==> config.mk <==
export PLATFORM = sky130hd
export DESIGN_NAME = spi_slave
export DESIGN_NICKNAME = d
export VERILOG_FILES = /design/src/rtl/spi_slave.sv
export SDC_FILE = /design/constraint.sdc
export NUM_CORES = 1
export LEC_CHECK = 0
export ABC_AREA = 1
export CAP_MARGIN = 20
export CORE_MARGIN = 4
export CORE_UTILIZATION = 48
export CTS_CLUSTER_SIZE = 8
export DETAILED_ROUTE_END_ITERATION = 8
export PLACE_DENSITY = 0.83
export SLEW_MARGIN = 10
export SYNTH_ARGS = -nofsm -noshare
export SYNTH_HDL_FRONTEND = slang
export SYNTH_SLANG_ARGS = --single-unit
==> constraint.sdc <==
create_clock -name clk -period 1.3 [get_ports clk]
set_input_delay 0.26 -clock clk [delete_from_list [all_inputs] [get_ports clk]]
set_output_delay 0.26 -clock clk [all_outputs]
set_load 0.01 [all_outputs]
Figure 1. Supply network (run 1).
(6 px per micron) Pins as bars on the die edge.
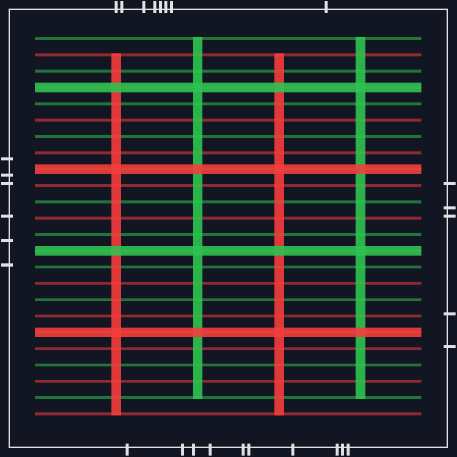
- red: VSS
- green: VDD
- rows: 23
- met4 straps: 4
- met5 straps: 4
- met1 rails: 24
CORE AREA: 4030 sq um
die width: 72.8 microns
Die Ht: 72.8 microns
worst vdd ir: 0.936 mV

Figure 2. Routing congestion (run 1).
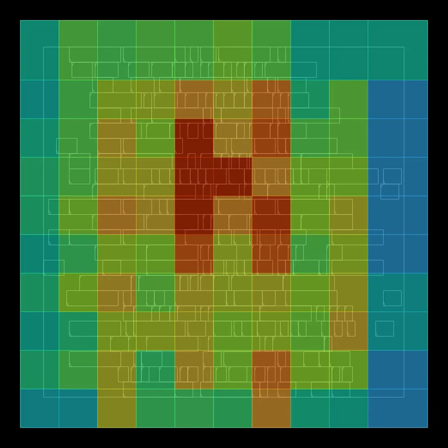
Core Util, Final: 64.5%
WL/cell: 12.8 microns
met2 GRT Util: 22.5%
Total GRT Usage: 13.7%

Figure 3. Cell density map (run 1).
(4 px per micron) 7 x 7 tiles, from white (low) to dark blue (high), 0 to 100% covered.
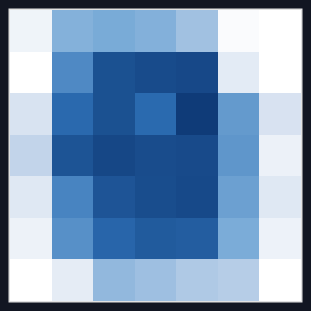
- fullest tile: 96%
- emptiest ninth of the die: north-east
- mean over tiles: 48%
- nearly empty tiles: 10%
- tiles over 75% full: 35%
Pre-Place Util: 50.0%

Figure 4. Metal layers overlaid (run 1).
(8 px per micron) Two of the layers only.
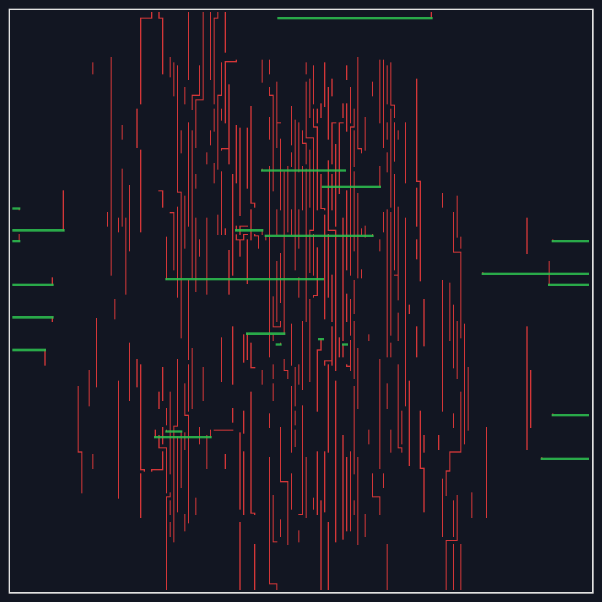
- red: met2 (wire length 1940 microns)
- green: met3 (wire length 140 microns)
routed via count: 1416
final WL: 3750 microns

==> summary.txt, run 1 <==
yosys + openroad results -> CP required=1.47 ns, Startpoint Class=flop, grt ovf=0, Rel. slew slack=75.0%, ANT nets after route=0, Fin. Hold Viols=0, chip footprint=5290 sq um, synthesis area per yosys=2010 sq um, CTS Buffer Depth=2, Tmin final=1.37 ns, Final Skew=0.00395 ns, cycle use final=105%, Hold Path Stages=0, final setup fails=2, Pwr per Cell Area=1650 nW/um^2, r2r worst-path depth=6, post-DR vias/cell=4.85, post-synth top area cell=dfrtp_1, Latency at later pin=0.29 ns, number of warnings in the stage logs=28, Final Worst Setup Slack=-0.0700 ns, Logic area=722 sq um, root buf cell=clkbuf_8, Synth Seq Share=62.2%, crit path max fanout=2, fillcell total=304, R2R setup slack=-0.07 ns, initial antenna violation count=0, top cells, area=dfrtp_1 (62%), nand2_1 (11%), inv_1 (5.2%), mux2_2 (4.5%), nand3_1 (4.0%), Top cell excl fill/tap=nand2_1, failing checks=setup timing, top area contributor share=62.2%, Post-Syn Nets=216, Tightest Hold Check Type=reg -> reg, DRC=0, pre-CTS WS=-0.0368 ns, Synth Register Bits=50, Clock transition at path regs=0.08 ns, post-synthesis instance total=198, Top cells excl fill/tap=nand2_1 (53), dfrtp_1 (50), inv_1 (21), setup TNS=-0.0725 ns, max-cap violations=0, diodes inserted=0, Crit Path Category=reg -> reg, sequential cell area=1250 sq um, Worst-Margin Slew=0.375 ns, GP Congestion=0.759, first-pass GRT wire length=5690 microns, HPWL Detailed=2360 microns, clk sinks=50, htree depth=2, RSZ-0062 raised after global routing=true, Worst Setup End Kind=flop, final hold slack=0.352 ns, area added between synthesis and finish=29.0%, Slew Limit Fails=0, synthesized area=2010 sq um, status=finished, violations left, DRT Pass-1 Iters=5, final net count=261, TritonCTS clock tree=yes, Synthesis Warnings=0, vias in the first global route=1335, largest net degree at the start of global routing=51, Max Clock Freq=0.730 GHz, Mapped Avg Cell Area=10.2 sq um
-- run 1: layout make-up --
type	count	area share, %
tap	50	2.41
inverter	28	4.05
timing repair buffer	41	14.4
multi-input combinational	117	27.8
clock buffer	6	3.18
sequential	50	48.2
-- run 1: critical path, stage by stage (launching register included) --
cell	delay [ns]
dfrtp_1	0.40
buf_4	0.14
ha_1	0.18
ha_1	0.18
inv_2	0.06
nand4_1	0.12
o21ai_0	0.17
-- run 1: per-layer routing --
metal  routed length, microns  GRT usage (%)  share of wire [%]
met2                     1940           22.5                 52
met1                     1590           17.4                 42
met5                        0              0                  0
met4                       81           6.15                2.2
met3                      140           3.03                3.7
-- run 1: power by group --
part	switching [W]	internal, W
Combinational	0.000677	0.000580
Clock	0.000444	0.000411
Sequential	0.000214	0.00195
Total	0.00133	0.00294
-- run 1: metrics by stage --
stage,cells,power (W)
6_report,292,0.00428
5_1_grt,292,0.00455
4_1_cts,289,0.00409
3_5_place_dp,281,0.00324
3_3_place_gp,281,0.00319
2_1_floorplan,198,0.00290
-- run 1: cell usage after synthesis (all sizes together) --
cell type and instances:
nand2 61, dfrtp 50, inv 28, o21ai 21, nand3 16, mux2 8, ha 3, nor2 3
a21oi 2, buf 2, clkbuf 2, a21o 1, nand4 1
-- run 1: cell families (layout without fill, tap and decap cells) --
group | count (synthesis) | after routing | share of synthesized area, %
flops | 50 | 50 | 62.2
mux | 8 | 8 | 4.48
compound gates | 24 | 24 | 7.77
fa+ha+maj | 3 | 3 | 1.86
buf+inv | 32 | 75 | 7.02
simple gates | 81 | 82 | 16.7
-- run 1: repair_timing --
item | in CTS | in global routing
hold endpoints to repair | 50 | 0
cloned | 0 | 1
pin swaps | 0 | 14
hold buffers | 1 | 0
resized | 17 | 29
endpoints found under the setup margin | 14 | 17
setup buffers | 1 | 2
==> run 2, diff against run 1 <==
- GPL_ROUTABILITY_DRIVEN: not set -> 0
Figure 5. Metal layers overlaid (run 2).
(8 px per micron) Two of the layers only.
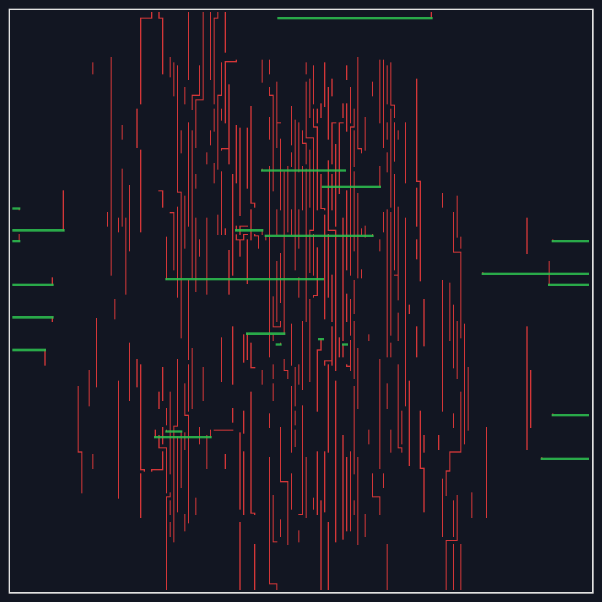
- green: met3 (wire length 140 microns)
- red: met2 (wire length 1940 microns)

==> summary.txt, run 2 <==
yosys + openroad results -> status=finished, violations left, failing checks=setup timing, Worst-Margin Slew=0.375 ns, DRT Pass-1 Iters=5, Max Clock Freq=0.730 GHz, diodes inserted=0, CORE AREA=4030 sq um, Latency at later pin=0.29 ns, top cells, area=dfrtp_1 (62%), nand2_1 (11%), inv_1 (5.2%), mux2_2 (4.5%), nand3_1 (4.0%), Synth Seq Share=62.2%, grt ovf=0, CP required=1.47 ns, vias in the first global route=1335, Worst Setup End Kind=flop, routed via count=1416, Dominant flop cell=dfrtp_1, Pre-Place Util=50.0%, setup TNS=-0.0725 ns, Post-Syn Nets=216, sequential share of power=50.6%, Fin. Hold Viols=0, root buf cell=clkbuf_8, Pwr per Cell Area=1650 nW/um^2, post-synthesis instance total=198, CTS Buffer Depth=2, RSZ-0062 raised after global routing=true, pre-CTS WS=-0.0368 ns, R2R setup slack=-0.07 ns, max-cap violations=0, final hold slack=0.352 ns, total CTS buffers=5, number of warnings in the stage logs=28, # rows=23, fillcell total=304, DRT iter0 DRCs=98, Tightest Hold Check Type=reg -> reg, Top cells excl fill/tap=nand2_1 (53), dfrtp_1 (50), inv_1 (21), Tmin final=1.37 ns, Hold Path Stages=0, Slew Limit Fails=0, TritonCTS clock tree=yes, DP Area=2390 sq um, Rel. slew slack=75.0%, WL/cell=12.8 microns, area added between synthesis and finish=29.0%, initial antenna violation count=0, Logic pwr share=29.4%, Die Ht=72.8 microns, Clock transition at path regs=0.08 ns, synthesis area per yosys=2010 sq um, share of cells above drive strength 1=26.9%, r2r worst-path depth=6, Top cell excl fill/tap=nand2_1, synthesized area=2010 sq um, final setup fails=2, Total GRT Usage=13.7%, clk sinks=50, ANT nets after route=0, Post-synth EDFFs=0, final WL=3750 microns, ys cells=198, cycle use final=105%, Crit Path Category=reg -> reg, post-synth top area cell=dfrtp_1, first-pass GRT wire length=5690 microns, top area contributor share=62.2%, top cells by count, synth=nand2_1 (57), dfrtp_1 (50), inv_1 (28), net load switching power=0.00133 W, Sw Ratio=31.2%, die width=72.8 microns, ys async rst share=100%, Synth Register Bits=50, chip footprint=5290 sq um, HPWL Detailed=2360 microns, largest net degree at the start of global routing=51, Clock Power Share=20.0%, Core Util, Final=64.5%, worst vdd ir=0.936 mV, IO buf count=28, htree depth=2, Startpoint Class=flop, leakage=1.34 nW, design area=2600 sq um, final net count=261, crit path max fanout=2, Final Worst Setup Slack=-0.0700 ns, Final Skew=0.00395 ns, DRC=0, post-DR vias/cell=4.85, distinct lib cells=18, # IOs=29, P_int=0.00294 W, Mapped Avg Cell Area=10.2 sq um, cell with the most instances after synthesis=nand2_1, Synthesis Warnings=0, WP data arrival=1.54 ns
Figure 6. Cell density map (run 2).
(4 px per micron) 7 x 7 tiles, from white (low) to dark blue (high), 0 to 100% covered.
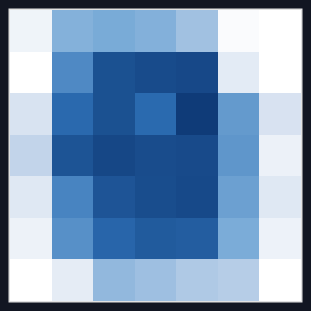
- densest ninth of the die: center
- emptiest ninth of the die: north-east
- fullest tile: 96%
- tiles over 75% full: 35%
- mean over tiles: 48%

-- run 2: cell counts after synthesis --
No cell type changed its count.
-- run 2: per-layer routing --
| layer | wire length (microns) | global-route usage (%) |
|---|---|---|
| met5 | 0 | 0 |
| met4 | 81 | 6.15 |
| met3 | 140 | 3.03 |
| met2 | 1940 | 22.5 |
| met1 | 1590 | 17.4 |
-- run 2: cell type report --
class,count,area [sq um],share of cell area (%)
Sequential cell,50,1250,48.2
Timing Repair Buffer,41,374,14.4
Tap cell,50,62.6,2.41
Multi-Input combinational cell,117,722,27.8
Clock buffer,6,82.6,3.18
Inverter,28,105,4.05
-- run 2: power groups by stage --
| stage | sequential [W] | combinational [W] | clock [W] |
|---|---|---|---|
| after floorplan | 0.00214 | 0.000764 | 0 |
| after global placement | 0.00216 | 0.00102 | 0 |
| after detailed placement | 0.00218 | 0.00106 | 0 |
| after CTS | 0.00215 | 0.00107 | 0.000875 |
| after global routing | 0.00221 | 0.00140 | 0.000937 |
| final | 0.00216 | 0.00126 | 0.000854 |
-- run 2: kinds of logic after synthesis --
| kind of cell | count (synthesis) | share of synthesized area (%) |
|---|---|---|
| adder cells (fa/ha/maj) | 3 | 1.86 |
| flip-flops | 50 | 62.2 |
| AND/OR/NAND/NOR | 81 | 16.7 |
| AND-OR/OR-AND | 24 | 7.77 |
| buffers and inverters | 32 | 7.02 |
| multiplexers | 8 | 4.48 |
-- run 2: repair_timing --
item	in CTS	in global routing
pin swaps	0	14
hold endpoints to repair	50	0
setup endpoints to repair	14	17
gates resized	17	29
setup buffers	1	2
cloned	0	1
hold buffers	1	0
-- run 2: through the flow --
stage               total power, W  std cells
floorplan                  0.00290        198
global placement           0.00319        281
detailed placement         0.00324        281
CTS                        0.00409        289
global route               0.00455        292
finish                     0.00428        292
-- run 2: critical path, stage by stage (launching register included) --
cell and delay [ns]:
dfrtp_1 0.40, buf_4 0.14, ha_1 0.18, ha_1 0.18, inv_2 0.06, nand4_1 0.12, o21ai_0 0.17
Power and IR drop assume default switching activity.
